===== src/rtl/mem_pkg.sv =====
// Shared memory-access definitions: store size encodings, default address map
// and a small helper turning a size code into a byte count.
package mem_pkg;

  typedef enum logic [1:0] {
    SZ_B = 2'b00,
    SZ_H = 2'b01,
    SZ_W = 2'b10,
    SZ_D = 2'b11
  } size_e;

  localparam logic [31:0] DM_TOP_DEF = 32'h0000_2fff;
  localparam logic [31:0] DEV_LO_DEF = 32'h0000_7f00;
  localparam logic [31:0] DEV_HI_DEF = 32'h0000_7f23;
  localparam logic [31:0] RO_LO_DEF  = 32'h0000_7f08;
  localparam logic [31:0] RO_HI_DEF  = 32'h0000_7f0b;

  function automatic int unsigned size_bytes(input logic [1:0] sz);
    return 32'd1 << sz;
  endfunction

endpackage


===== src/rtl/store_align.sv =====
// Combinational store alignment and address-error check.
// Ports:
//   valid     - store request present (gates ades)
//   addr      - byte address
//   size      - 00 byte, 01 half, 10 word, 11 dword
//   wdata     - right-aligned store data
//   ov        - address-calculation overflow
//   line_addr - addr with lane-offset bits cleared
//   byteen    - byte enables placed at the lane offset
//   data      - store data placed at the lane offset, unused bytes zero
//   ades      - store address exception
module store_align
  import mem_pkg::*;
#(
  parameter int unsigned DATA_W = 32,
  parameter int unsigned ADDR_W = 32,
  parameter logic [31:0] DM_TOP = DM_TOP_DEF,
  parameter logic [31:0] DEV_LO = DEV_LO_DEF,
  parameter logic [31:0] DEV_HI = DEV_HI_DEF,
  parameter logic [31:0] RO_LO  = RO_LO_DEF,
  parameter logic [31:0] RO_HI  = RO_HI_DEF
) (
  input  logic                valid,
  input  logic [ADDR_W-1:0]   addr,
  input  logic [1:0]          size,
  input  logic [DATA_W-1:0]   wdata,
  input  logic                ov,
  output logic [ADDR_W-1:0]   line_addr,
  output logic [DATA_W/8-1:0] byteen,
  output logic [DATA_W-1:0]   data,
  output logic                ades
);

  localparam int unsigned NB    = DATA_W / 8;
  localparam int unsigned OFF_W = $clog2(NB);

  localparam logic [ADDR_W-1:0] DmTop = ADDR_W'(DM_TOP);
  localparam logic [ADDR_W-1:0] DevLo = ADDR_W'(DEV_LO);
  localparam logic [ADDR_W-1:0] DevHi = ADDR_W'(DEV_HI);
  localparam logic [ADDR_W-1:0] RoLo  = ADDR_W'(RO_LO);
  localparam logic [ADDR_W-1:0] RoHi  = ADDR_W'(RO_HI);

  logic [OFF_W-1:0]  off;
  logic [NB-1:0]     ones;
  logic [DATA_W-1:0] keep;
  logic              misaligned, too_wide, in_dm, in_dev, in_ro;

  always_comb begin
    off       = addr[OFF_W-1:0];
    line_addr = addr & ~ADDR_W'(NB - 1);
    ones      = '0;
    keep      = '0;
    for (int unsigned i = 0; i < NB; i++) begin
      ones[i]        = (i < size_bytes(size));
      keep[i*8 +: 8] = ones[i] ? wdata[i*8 +: 8] : 8'h00;
    end
    byteen = ones << off;
    data   = keep << {off, 3'b000};

    misaligned = (32'(off) & (size_bytes(size) - 32'd1)) != 32'd0;
    // A dword on a 32-bit bus does not fit in one lane.
    too_wide   = size_bytes(size) > NB;
    in_dm      = addr <= DmTop;
    in_dev     = (addr >= DevLo) && (addr <= DevHi);
    in_ro      = (addr >= RoLo) && (addr <= RoHi);

    ades = valid && (misaligned || too_wide || ov || (!in_dm && !in_dev) || in_ro ||
                     (in_dev && (size != SZ_W)));
  end

endmodule


===== src/rtl/store_buffer.sv =====
// Store buffer: FIFO of aligned stores between the pipeline and memory.
// Optional feature: define STORE_BUFFER_MERGE_EN to merge stores into the
// youngest (non-head) entry when its lane-aligned address matches.
// Ports:
//   clk, reset            - clock, asynchronous active-low reset
//   req_*                 - store request handshake, exc_ades flags a faulting store
//   mem_*                 - head entry presented to memory, dequeued on valid && ready
//   chk_addr / chk_hit    - load probe against all pending entries
//   count / empty / full  - occupancy status
module store_buffer
  import mem_pkg::*;
#(
  parameter int unsigned DATA_W = 32,
  parameter int unsigned DEPTH  = 4,
  parameter int unsigned ADDR_W = 32,
  parameter logic [31:0] DM_TOP = DM_TOP_DEF,
  parameter logic [31:0] DEV_LO = DEV_LO_DEF,
  parameter logic [31:0] DEV_HI = DEV_HI_DEF,
  parameter logic [31:0] RO_LO  = RO_LO_DEF,
  parameter logic [31:0] RO_HI  = RO_HI_DEF
) (
  input  logic                     clk,
  input  logic                     reset,
  input  logic                     req_valid,
  output logic                     req_ready,
  input  logic [ADDR_W-1:0]        req_addr,
  input  logic [1:0]               req_size,
  input  logic [DATA_W-1:0]        req_wdata,
  input  logic                     req_ov,
  output logic                     exc_ades,
  output logic                     mem_valid,
  input  logic                     mem_ready,
  output logic [ADDR_W-1:0]        mem_addr,
  output logic [DATA_W/8-1:0]      mem_byteen,
  output logic [DATA_W-1:0]        mem_wdata,
  input  logic [ADDR_W-1:0]        chk_addr,
  output logic                     chk_hit,
  output logic [$clog2(DEPTH):0]   count,
  output logic                     empty,
  output logic                     full
);

  localparam int unsigned NB    = DATA_W / 8;
  localparam int unsigned PTR_W = $clog2(DEPTH);
  localparam int unsigned CNT_W = PTR_W + 1;

  logic [ADDR_W-1:0] a_addr;
  logic [NB-1:0]     a_be;
  logic [DATA_W-1:0] a_data;

  store_align #(
    .DATA_W (DATA_W),
    .ADDR_W (ADDR_W),
    .DM_TOP (DM_TOP),
    .DEV_LO (DEV_LO),
    .DEV_HI (DEV_HI),
    .RO_LO  (RO_LO),
    .RO_HI  (RO_HI)
  ) u_align (
    .valid     (req_valid),
    .addr      (req_addr),
    .size      (req_size),
    .wdata     (req_wdata),
    .ov        (req_ov),
    .line_addr (a_addr),
    .byteen    (a_be),
    .data      (a_data),
    .ades      (exc_ades)
  );

  // Payload storage; left unreset since occupancy alone defines validity.
  logic [ADDR_W-1:0] addr_q [DEPTH];
  logic [NB-1:0]     be_q   [DEPTH];
  logic [DATA_W-1:0] data_q [DEPTH];

  logic [PTR_W-1:0] head_q, head_d, tail_q, tail_d;
  logic [CNT_W-1:0] count_q, count_d;

  logic merge_possible, accept, do_push, do_pop;

`ifdef STORE_BUFFER_MERGE_EN
  logic [PTR_W-1:0]  young_idx;
  logic [DATA_W-1:0] byte_mask, merge_data;
  logic              do_merge;

  // With two or more entries the youngest is never the head.
  always_comb begin
    young_idx      = tail_q - PTR_W'(1);
    merge_possible = (count_q >= CNT_W'(2)) && (addr_q[young_idx] == a_addr);
    byte_mask      = '0;
    for (int unsigned b = 0; b < NB; b++) begin
      byte_mask[b*8 +: 8] = {8{a_be[b]}};
    end
    merge_data = (data_q[young_idx] & ~byte_mask) | (a_data & byte_mask);
    do_merge   = accept && merge_possible;
  end
`else
  always_comb merge_possible = 1'b0;
`endif

  always_comb begin
    full      = (count_q == CNT_W'(DEPTH));
    empty     = (count_q == '0);
    req_ready = !full || merge_possible;
    mem_valid = !empty;
    accept    = req_valid && req_ready && !exc_ades;
    do_push   = accept && !merge_possible;
    do_pop    = mem_valid && mem_ready;

    head_d  = do_pop ? head_q + PTR_W'(1) : head_q;
    tail_d  = do_push ? tail_q + PTR_W'(1) : tail_q;
    count_d = count_q + CNT_W'(do_push) - CNT_W'(do_pop);

    count      = count_q;
    mem_addr   = addr_q[head_q];
    mem_byteen = be_q[head_q];
    mem_wdata  = data_q[head_q];
  end

  always_ff @(posedge clk or negedge reset) begin
    if (!reset) begin
      head_q  <= '0;
      tail_q  <= '0;
      count_q <= '0;
    end else begin
      head_q  <= head_d;
      tail_q  <= tail_d;
      count_q <= count_d;
    end
  end

  always_ff @(posedge clk) begin
    if (do_push) begin
      addr_q[tail_q] <= a_addr;
      be_q[tail_q]   <= a_be;
      data_q[tail_q] <= a_data;
    end
`ifdef STORE_BUFFER_MERGE_EN
    if (do_merge) begin
      be_q[young_idx]   <= be_q[young_idx] | a_be;
      data_q[young_idx] <= merge_data;
    end
`endif
  end

  // An entry is occupied when its distance from the head is below the count.
  logic [ADDR_W-1:0] chk_line;
  logic [PTR_W-1:0]  rel;

  always_comb begin
    chk_hit  = 1'b0;
    rel      = '0;
    chk_line = chk_addr & ~ADDR_W'(NB - 1);
    for (int unsigned i = 0; i < DEPTH; i++) begin
      rel = PTR_W'(i) - head_q;
      if ((CNT_W'(rel) < count_q) && (addr_q[i] == chk_line)) begin
        chk_hit = 1'b1;
      end
    end
  end

endmodule


===== config.mk =====
export PLATFORM = sky130hd
export DESIGN_NAME = store_buffer
export DESIGN_NICKNAME = d
export VERILOG_FILES = /design/src/rtl/mem_pkg.sv /design/src/rtl/store_align.sv /design/src/rtl/store_buffer.sv
export SDC_FILE = /design/constraint.sdc
export NUM_CORES = 1
export LEC_CHECK = 0
export CAP_MARGIN = 20
export CORE_MARGIN = 4
export CORE_UTILIZATION = 50
export CTS_BUF_LIST = sky130_fd_sc_hd__clkbuf_8
export DETAILED_ROUTE_END_ITERATION = 12
export GPL_ROUTABILITY_DRIVEN = 0
export GPL_TIMING_DRIVEN = 0
export PLACE_DENSITY = 0.75
export SYNTH_ARGS = -nofsm -noshare
export SYNTH_HDL_FRONTEND = slang
export SYNTH_SLANG_ARGS = --single-unit

===== constraint.sdc =====
create_clock -name clk -period 4.4 [get_ports clk]
set_input_delay 0.88 -clock clk [delete_from_list [all_inputs] [get_ports clk]]
set_output_delay 0.88 -clock clk [all_outputs]
set_load 0.05 [all_outputs]

closeup.png
Bar = 5 um. Region (72, 105) to (92, 125) um. Cells in grey, sequential cells in the stronger grey; small squares are vias.
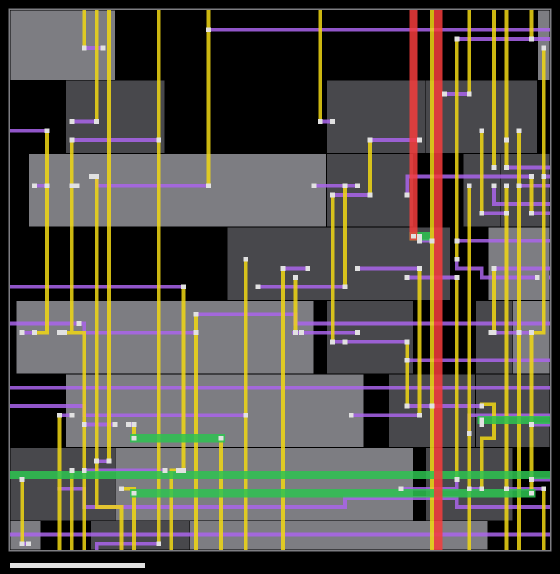
layer	colour
M4	red
M2	yellow
M3	green
M1	purple
most frequent	edfxtp_1 (4), xor2_1 (3), clkdlybuf4s50_1 (2)
sequential cells in the window	4
cells with their middle in the window	16
netlist names of flops here include	addr_q (4)

congestion_map.png
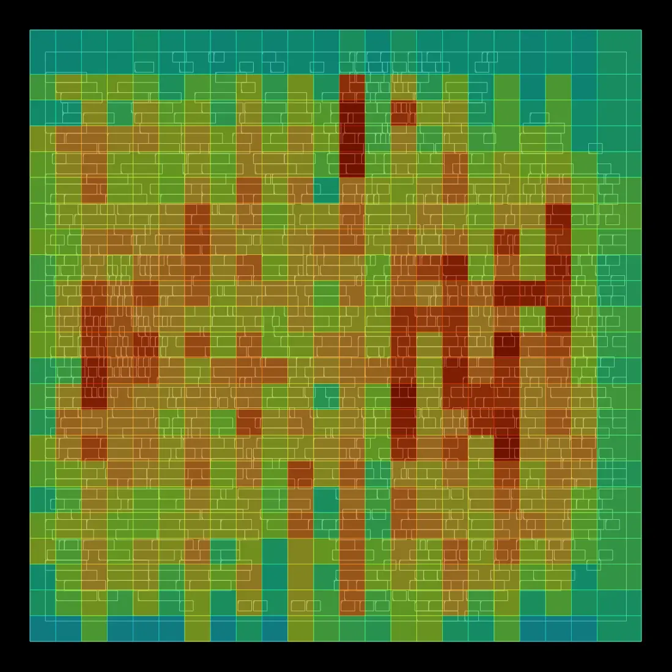
fin util: 0.641
WL/cell: 24.1 um
total global-route track usage: 0.231
met3 Use GR: 0.0641

gates.png
Bar = 50 um.
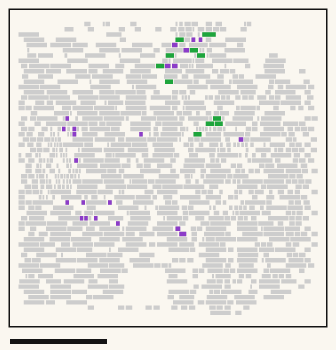
family	colour	cells
fa/ha/maj cells	green	11
and/or cells	purple	22
Comb area share: 0.255
most numerous logic cell after layout: edfxtp_1
final instance count without filler cells: 1279

==> impl_metrics.ini <==
; synthesis and place-and-route metrics
[outcome]
outcome = complete, no violations

[worst_setup_path]
r2r_setup_slack_ns = 1.84
reg2reg_depth = 5
startpoint_type = primary input
cp_slowest_cell = clkdlybuf4s50_1
path_max_fanout = 6

[floorplanning]
core_mm2 = 0.0237
die_w_um = 164

[route]
dr_wl_met3_mm = 3.12
drt-met1-wl_mm = 11.7
drt-vias-per-instance = 5.69

[place]
dp.cells = 1198

[synthesis]
yosysCellCount = 700
ys_ff = 271
synthXorXnorAreaFrac = 0.0911

[global_route]
use_met2 = 0.379
grt_pass1_vias = 7723

[power]
vdd_drop_max_uv = 543

[final_timing]
min_period_over_period = 0.957
layout_setup_ws_ns = 0.190

[clock_tree]
cts_setup_buffers = 0

[layout]
drive_gt1_frac = 0.155
nets = 1041
[layout by cell type (no fill, tap or decap), drive strengths merged, types with 4 or more instances in the layout]
| cell type | count |
|---|---|
| mux4 | 66 |
| dfrtp | 7 |
| inv | 29 |
| mux2i | 9 |
| nor3 | 6 |
| and2 | 16 |
| o22ai | 6 |
| xnor2 | 11 |
| ha | 10 |
| a21oi | 10 |
| nand2 | 30 |
| buf | 18 |
| a32oi | 7 |
| nor2 | 19 |
| xor2 | 115 |
| edfxtp | 264 |
| clkdlybuf4s50 | 172 |
| clkbuf | 63 |
| nand3 | 5 |
| nor4 | 31 |
| o21ai | 14 |
| o211ai | 4 |
| nand4 | 5 |
| clkinv | 16 |
[sequential cells by signal, indices dropped and copies added, names as in the netlist]
register and count:
head_q 2, be_q 16, addr_q 120, count 3, data_q 128, tail_q 2
